Fig. 1: cells by drive strength
The bar under the picture is 50 um long.
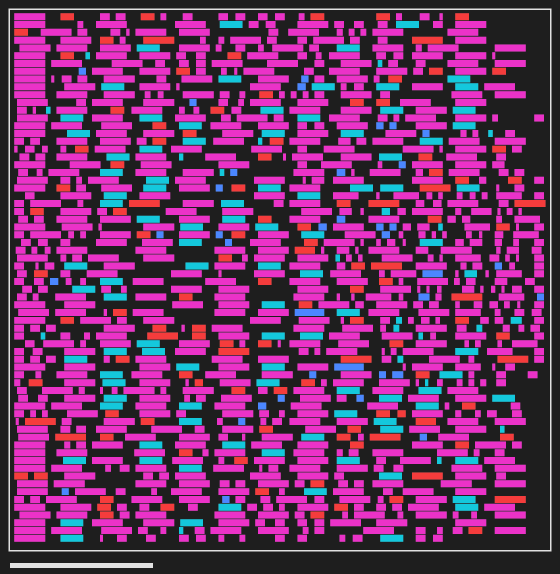
Fig. 2: routed metal, one color a layer
Only two layers are drawn.
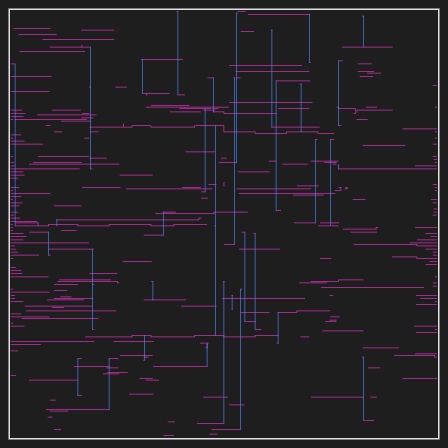
Fig. 3: the clock network
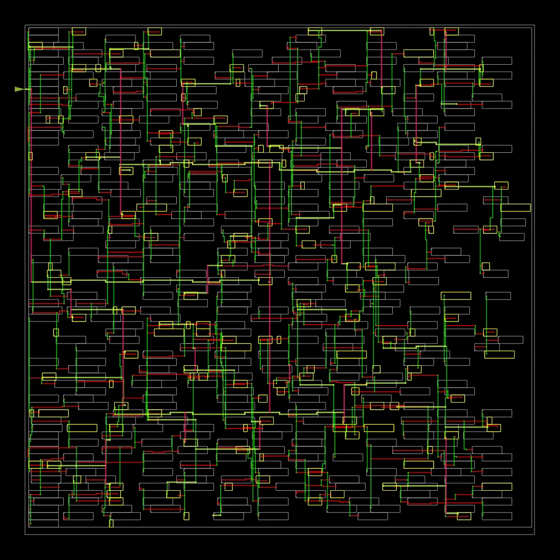
Fig. 4: metal 2
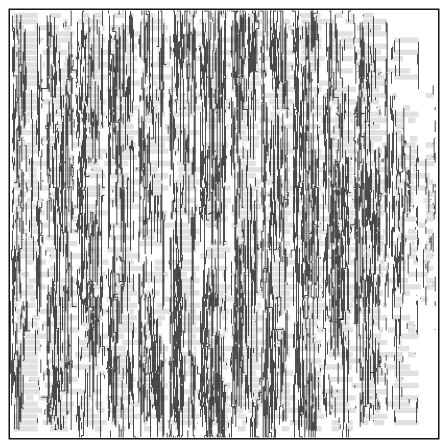
Fig. 5: signal wires on met4
The bar under the picture is 50 um long.
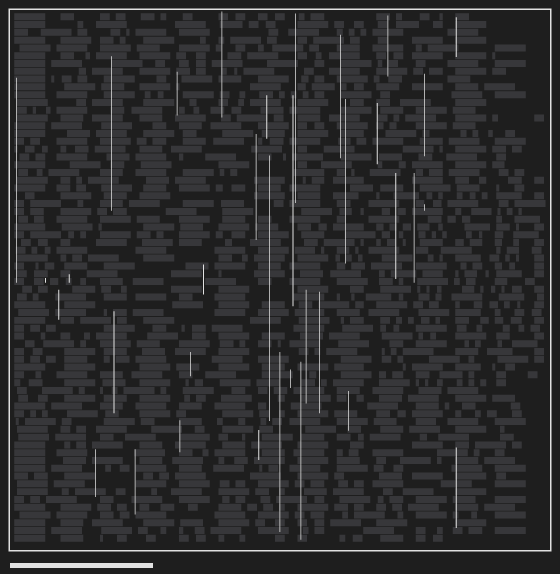
**config.mk**
```make
export PLATFORM = sky130hd
export DESIGN_NAME = inst_pair_queue
export DESIGN_NICKNAME = d
export VERILOG_FILES = /design/src/rtl/inst_pair_queue.sv
export SDC_FILE = /design/constraint.sdc
export NUM_CORES = 1
export LEC_CHECK = 0
export CAP_MARGIN = 20
export CELL_PAD_IN_SITES_DETAIL_PLACEMENT = 2
export CELL_PAD_IN_SITES_GLOBAL_PLACEMENT = 2
export CORE_UTILIZATION = 45
export CTS_BUF_LIST = sky130_fd_sc_hd__clkbuf_8
export CTS_CLUSTER_DIAMETER = 30
export CTS_CLUSTER_SIZE = 12
export DETAILED_ROUTE_END_ITERATION = 10
export GPL_ROUTABILITY_DRIVEN = 1
export PLACE_DENSITY = 0.9
export SYNTH_ARGS = -nofsm -noshare
export SYNTH_HDL_FRONTEND = slang
export SYNTH_SLANG_ARGS = --single-unit
```
**constraint.sdc**
```tcl
create_clock -name clock -period 6.6 [get_ports clock]
set_input_delay 0.99 -clock clock [delete_from_list [all_inputs] [get_ports clock]]
set_output_delay 0.99 -clock clock [all_outputs]
set_load 0.01 [all_outputs]
```
**src/rtl/inst_pair_queue.sv**
```systemverilog
// inst_pair_queue
// ----------------
// Circular queue of fetched instruction pairs sitting between fetch and
// decode. Each entry holds the PC of the first instruction and both
// instruction words in program order. The head entry is presented
// combinationally on pop_*. When the queue is empty, the head fields
// show the even-pipe nop, the odd-pipe lnop and a zero PC, so decode
// always sees harmless words.
//
// Ports
//   clock                       single clock; all state changes on its rising edge
//   reset                       asynchronous, active-low reset
//   push_valid / push_ready     fetch handshake; push_ready depends only on occupancy
//   push_pc                     PC of the first instruction of the pair
//   push_first / push_second    instruction words, in program order
//   pop_valid / pop_ready       decode handshake; pop_valid means the queue is non-empty
//   pop_pc / pop_first / pop_second   fields of the head entry
//   flush                       branch-taken flush; overrides push and pop
//   count                       current occupancy
//   flush_drops                 saturating count of entries discarded by flushes
module inst_pair_queue #(
  parameter int          DEPTH    = 4,
  parameter logic [0:31] NOP_EVEN = 32'h40200000,
  parameter logic [0:31] LNOP_ODD = 32'h00200000
) (
  input  logic        clock,
  input  logic        reset,
  input  logic        push_valid,
  output logic        push_ready,
  input  logic [0:31] push_pc,
  input  logic [0:31] push_first,
  input  logic [0:31] push_second,
  output logic        pop_valid,
  input  logic        pop_ready,
  output logic [0:31] pop_pc,
  output logic [0:31] pop_first,
  output logic [0:31] pop_second,
  input  logic        flush,
  output logic [0:4]  count,
  output logic [0:7]  flush_drops
);

  // DEPTH is a power of two, so the pointers wrap naturally at AW bits.
  localparam int AW = (DEPTH > 1) ? $clog2(DEPTH) : 1;

  logic [AW-1:0] wr_ptr_q, wr_ptr_d;
  logic [AW-1:0] rd_ptr_q, rd_ptr_d;
  logic [4:0]    count_q, count_d;
  logic [7:0]    drops_q, drops_d;
  logic [8:0]    drops_sum;

  logic [0:31] pc_mem     [DEPTH];
  logic [0:31] first_mem  [DEPTH];
  logic [0:31] second_mem [DEPTH];

  logic push_fire;
  logic pop_fire;

  assign push_ready = (count_q != 5'(DEPTH));
  assign pop_valid  = (count_q != 5'd0);
  assign push_fire  = push_valid & push_ready;
  assign pop_fire   = pop_valid & pop_ready;

  // One extra bit catches overflow of the drop counter so it can saturate.
  assign drops_sum = {1'b0, drops_q} + {4'b0000, count_q};

  always_comb begin
    wr_ptr_d = wr_ptr_q;
    rd_ptr_d = rd_ptr_q;
    count_d  = count_q;
    drops_d  = drops_q;
    if (flush) begin
      // Flush wins over any same-cycle push or pop; the whole contents
      // are discarded and tallied.
      wr_ptr_d = '0;
      rd_ptr_d = '0;
      count_d  = 5'd0;
      drops_d  = drops_sum[8] ? 8'hFF : drops_sum[7:0];
    end else begin
      if (push_fire) wr_ptr_d = wr_ptr_q + AW'(1);
      if (pop_fire)  rd_ptr_d = rd_ptr_q + AW'(1);
      case ({push_fire, pop_fire})
        2'b10:   count_d = count_q + 5'd1;
        2'b01:   count_d = count_q - 5'd1;
        default: count_d = count_q;
      endcase
    end
  end

  always_ff @(posedge clock or negedge reset) begin
    if (!reset) begin
      wr_ptr_q <= '0;
      rd_ptr_q <= '0;
      count_q  <= 5'd0;
      drops_q  <= 8'd0;
    end else begin
      wr_ptr_q <= wr_ptr_d;
      rd_ptr_q <= rd_ptr_d;
      count_q  <= count_d;
      drops_q  <= drops_d;
    end
  end

  // Entry storage has no reset; validity is tracked entirely by count.
  always_ff @(posedge clock) begin
    if (push_fire && !flush) begin
      pc_mem[wr_ptr_q]     <= push_pc;
      first_mem[wr_ptr_q]  <= push_first;
      second_mem[wr_ptr_q] <= push_second;
    end
  end

  // Head read is combinational from registered state only, so a pair
  // pushed into an empty queue shows up the cycle after its push.
  always_comb begin
    if (count_q == 5'd0) begin
      pop_pc     = 32'h0;
      pop_first  = NOP_EVEN;
      pop_second = LNOP_ODD;
    end else begin
      pop_pc     = pc_mem[rd_ptr_q];
      pop_first  = first_mem[rd_ptr_q];
      pop_second = second_mem[rd_ptr_q];
    end
  end

  assign count       = count_q;
  assign flush_drops = drops_q;

endmodule

```
==> Flow_metrics.wiki <==
== Metrics ==
{| class="wikitable"
! Metric !! Value
|-
| Count of nets left with antenna violations after detail routing || 0
|-
| Worst setup path startpoint || rd_ptr_q[0]$_DFFE_PN0P_
|-
| Final Hold Violation Tally || 0
|-
| Layout cell share with drive strength beyond 1 || 24.4%
|-
| Share of the clock period used by the worst path after layout || 69.2%
|-
| Most instantiated cells after synthesis || sky130_fd_sc_hd__edfxtp_1 (384), sky130_fd_sc_hd__and2_1 (97), sky130_fd_sc_hd__mux4_2 (96)
|-
| Antenna violations before repair || 6
|-
| Count of library flops with an enable pin || 384
|-
| Synthesis-stage register bit count || 401
|-
| Hold Crit Class || register to register
|-
| Cell area after technology mapping || 15700 um^2
|-
| Max stage delay cell, worst path || sky130_fd_sc_hd__dfrtp_4
|-
| Post-synthesis cell type with the largest combined area || sky130_fd_sc_hd__edfxtp_1
|-
| CTS tree || done
|-
| Category of the worst setup path capture point || output pin
|-
| Detailed-route wire length per cell || 32.4 um
|-
| Most common reg cell || sky130_fd_sc_hd__edfxtp_1
|-
| Nets@finish || 1136
|-
| Dominant cell area share || 73.5%
|-
| Launch instance of the worst register-to-register path || count[3]$_DFFE_PN0P_
|-
| Leak Pwr || 6.77 nW
|-
| Worst setup slack after placement || 2.20 ns
|-
| Mean post-synth cell area || 21.1 um^2
|-
| RSZ-0062 raised after global routing || no
|-
| Row cnt || 68
|-
| Cells after DPL || 1385
|-
| Power density normalized to cell area || 465 nW/um^2
|-
| Count of placed standard cells in the final layout, fillers left out || 1555
|-
| Async S/R FF share, synth || 4.24%
|-
| Num Clock Sinks || 401
|-
| First-pass GRT wire length || 72700 um
|-
| Category of the most critical setup path || register to output pin
|-
| Biggest fanout along the worst timing path || 37
|-
| Number of warning messages in the logs || 30
|-
| Final number of max-transition violations || 0
|-
| Final core area utilization || 59.3%
|-
| H-Tree Level Count || 3
|-
| Core outline area || 34500 um^2
|-
| Count of cell types in the netlist || 44
|-
| Worst slew slack as a fraction of its limit || 31.2%
|-
| Mean number of vias per cell || 5.70
|-
| Max-cap violation count || 0
|-
| Worst IR drop on VDD || 267 uV
|-
| Power after layout || 9.51 mW
|-
| Port buffer count || 211
|-
| Cells after synthesis || 745
|-
| Overall die width || 189 um
|-
| Post-DP HPWL || 28500 um
|-
| Post-CTS Setup Inserts || 0
|-
| Ys cells || 745
|-
| Main area contributors after synthesis || sky130_fd_sc_hd__edfxtp_1 (74%), sky130_fd_sc_hd__mux4_2 (14%), sky130_fd_sc_hd__and2_1 (3.9%)
|-
| CTS clk-pin slew, worst paths || 0.06 ns
|-
| Die height || 189 um
|-
| Clock period minus final worst setup slack || 4.57 ns
|-
| Pin count of the biggest net entering global routing || 67
|-
| Area post-placement || 18300 um^2
|-
| Total routing usage reported by global routing || 28.9%
|-
| Total cell area reported by yosys after synthesis || 15700 um^2
|-
| Clock Latency Late Sink || 0.65 ns
|-
| Required time at the worst-slack endpoint || 5.61 ns
|-
| Detailed Routing Iterations Pass 1 || 5
|-
| Root Driver || sky130_fd_sc_hd__clkbuf_8
|-
| Status || completed
|-
| Sort of element at the start of the critical path || register
|-
| Crit path largest cell delay || 0.95 ns
|-
| Area of the chip || 35600 um^2
|-
| Drc violations || 0
|-
| Setup-failing EPs final || 0
|-
| Number of DRC violations after detailed-routing iteration 0 || 689
|-
| # resized after CTS || 0
|-
| Final instance area || 20400 um^2
|}
Back to the opening pictures, Fig. 1:
Key: blue = drive 3 to 4 [cells 36]; red = drive 6 and up [cells 114]; magenta = drive 1 or less [cells 829]; cyan = drive 2 [cells 118]
final setup slack of the worst path: 2.03 ns
area growth from synthesis to final layout: 30.3%

Back to the opening pictures, Fig. 2:
Key: blue = met4 [wire length 1100 um]; magenta = met3 [wire length 3030 um]

Back to the opening pictures, Fig. 3:
Final Skew: 0.0292 ns
Seq Cell Count: 401

Back to the opening pictures, Fig. 4:
The wires run mostly vertical. The longest straight run is 64.6 um. The layer holds 54% of the routed length. The layer carries 27.0 mm of wire. 1104 nets have wire on it.
routed via count: 8858
total wirelength of the detailed-routed design: 50300 um
met2 usage: 50.7%

Back to the opening pictures, Fig. 5:
24 nets have wire on it. The layer carries 1100 um of wire.

-- cell usage in the layout, fill, tap and decap left out, types with 3 or more instances in the layout --
master                              n
sky130_fd_sc_hd__nand2_1            5
sky130_fd_sc_hd__nand3_1            7
sky130_fd_sc_hd__or2_2              4
sky130_fd_sc_hd__ha_1              11
sky130_fd_sc_hd__edfxtp_1         384
sky130_fd_sc_hd__a31oi_1           11
sky130_fd_sc_hd__xnor2_1            5
sky130_fd_sc_hd__clkbuf_8          93
sky130_fd_sc_hd__clkinvlp_4        12
sky130_fd_sc_hd__a21oi_1            8
sky130_fd_sc_hd__inv_1             18
sky130_fd_sc_hd__dfrtp_1           15
sky130_fd_sc_hd__xor2_1             4
sky130_fd_sc_hd__nor2b_1            3
sky130_fd_sc_hd__nand2b_1           5
sky130_fd_sc_hd__diode_2            3
sky130_fd_sc_hd__and2_1            93
sky130_fd_sc_hd__clkdlybuf4s50_1  211
sky130_fd_sc_hd__and2_4             4
sky130_fd_sc_hd__clkinv_2          14
sky130_fd_sc_hd__clkinv_1          13
sky130_fd_sc_hd__bufinv_16         17
sky130_fd_sc_hd__nor2_1            15
sky130_fd_sc_hd__buf_4             12
sky130_fd_sc_hd__mux4_2            96
sky130_fd_sc_hd__clkinv_4           3
-- layer usage --
metal / track usage [%] / vias up / share of wire (%)
met5: 0 / - / 0.044
met4: 9.34 / 4 / 2.2
met3: 6.56 / 81 / 6.0
met2: 50.7 / 429 / 54
met1: 35.5 / 4744 / 38
li1: - / 3600 / -
-- flip-flops by register name, summed over array words and instances (netlist names) --
register,flops
first_mem,128
pc_mem,128
second_mem,128
flush_drops,8
count,5
rd_ptr_q,2
wr_ptr_q,2
-- critical path: cells and delay by family, from the launching register on --
kind / cells / cell delay, ns
buffers and inverters: 2 / 1.11
DFF: 1 / 0.95
muxes: 1 / 0.62
and+or+nand+nor: 1 / 0.20
-- area by class of cell --
class,instances,area (um^2)
Timing Repair Buffer,225,2240
Antenna cell,3,7.51
Clock inverter,73,808
Multi-Input combinational cell,298,3540
Inverter,7,26.3
Fill cell,2820,14000
Tap cell,455,569
Sequential cell,401,12000
Clock buffer,93,1280
-- power by group --
part / switching (mW) / internal (mW)
Sequential: 0.229 / 2.98
Combinational: 1.41 / 1.57
Clock: 1.32 / 2.00
-- kinds of logic after synthesis --
family	count (synthesis)	share of synthesized area, %
adder cells (fa/ha/maj)	12	1.01
multiplexers	99	14.0
AND-OR/OR-AND	33	1.44
XOR/XNOR	9	0.503
buffers and inverters	46	1.28
flip-flops	401	76.2
AND/OR/NAND/NOR	145	5.55
-- path summary, 6_finish.rpt --
check | cells after the start | endpoint | slack [ns]
min in group asynchronous | 1 | wr_ptr_q[0]$_DFFE_PN0P_ | 0.90
worst max register to register | 5 | first_mem[0][8]$_DFFE_PP_ | 3.07
worst max-delay path | 4 | pop_pc[2] | 2.03
worst min-delay path | 2 | flush_drops[3]$_DFFE_PN0P_ | 0.59
worst min register to register | 2 | flush_drops[3]$_DFFE_PN0P_ | 0.59
max in group asynchronous | 1 | rd_ptr_q[1]$_DFFE_PN0P_ | 4.97
Power is estimated from default activity; no workload was simulated.
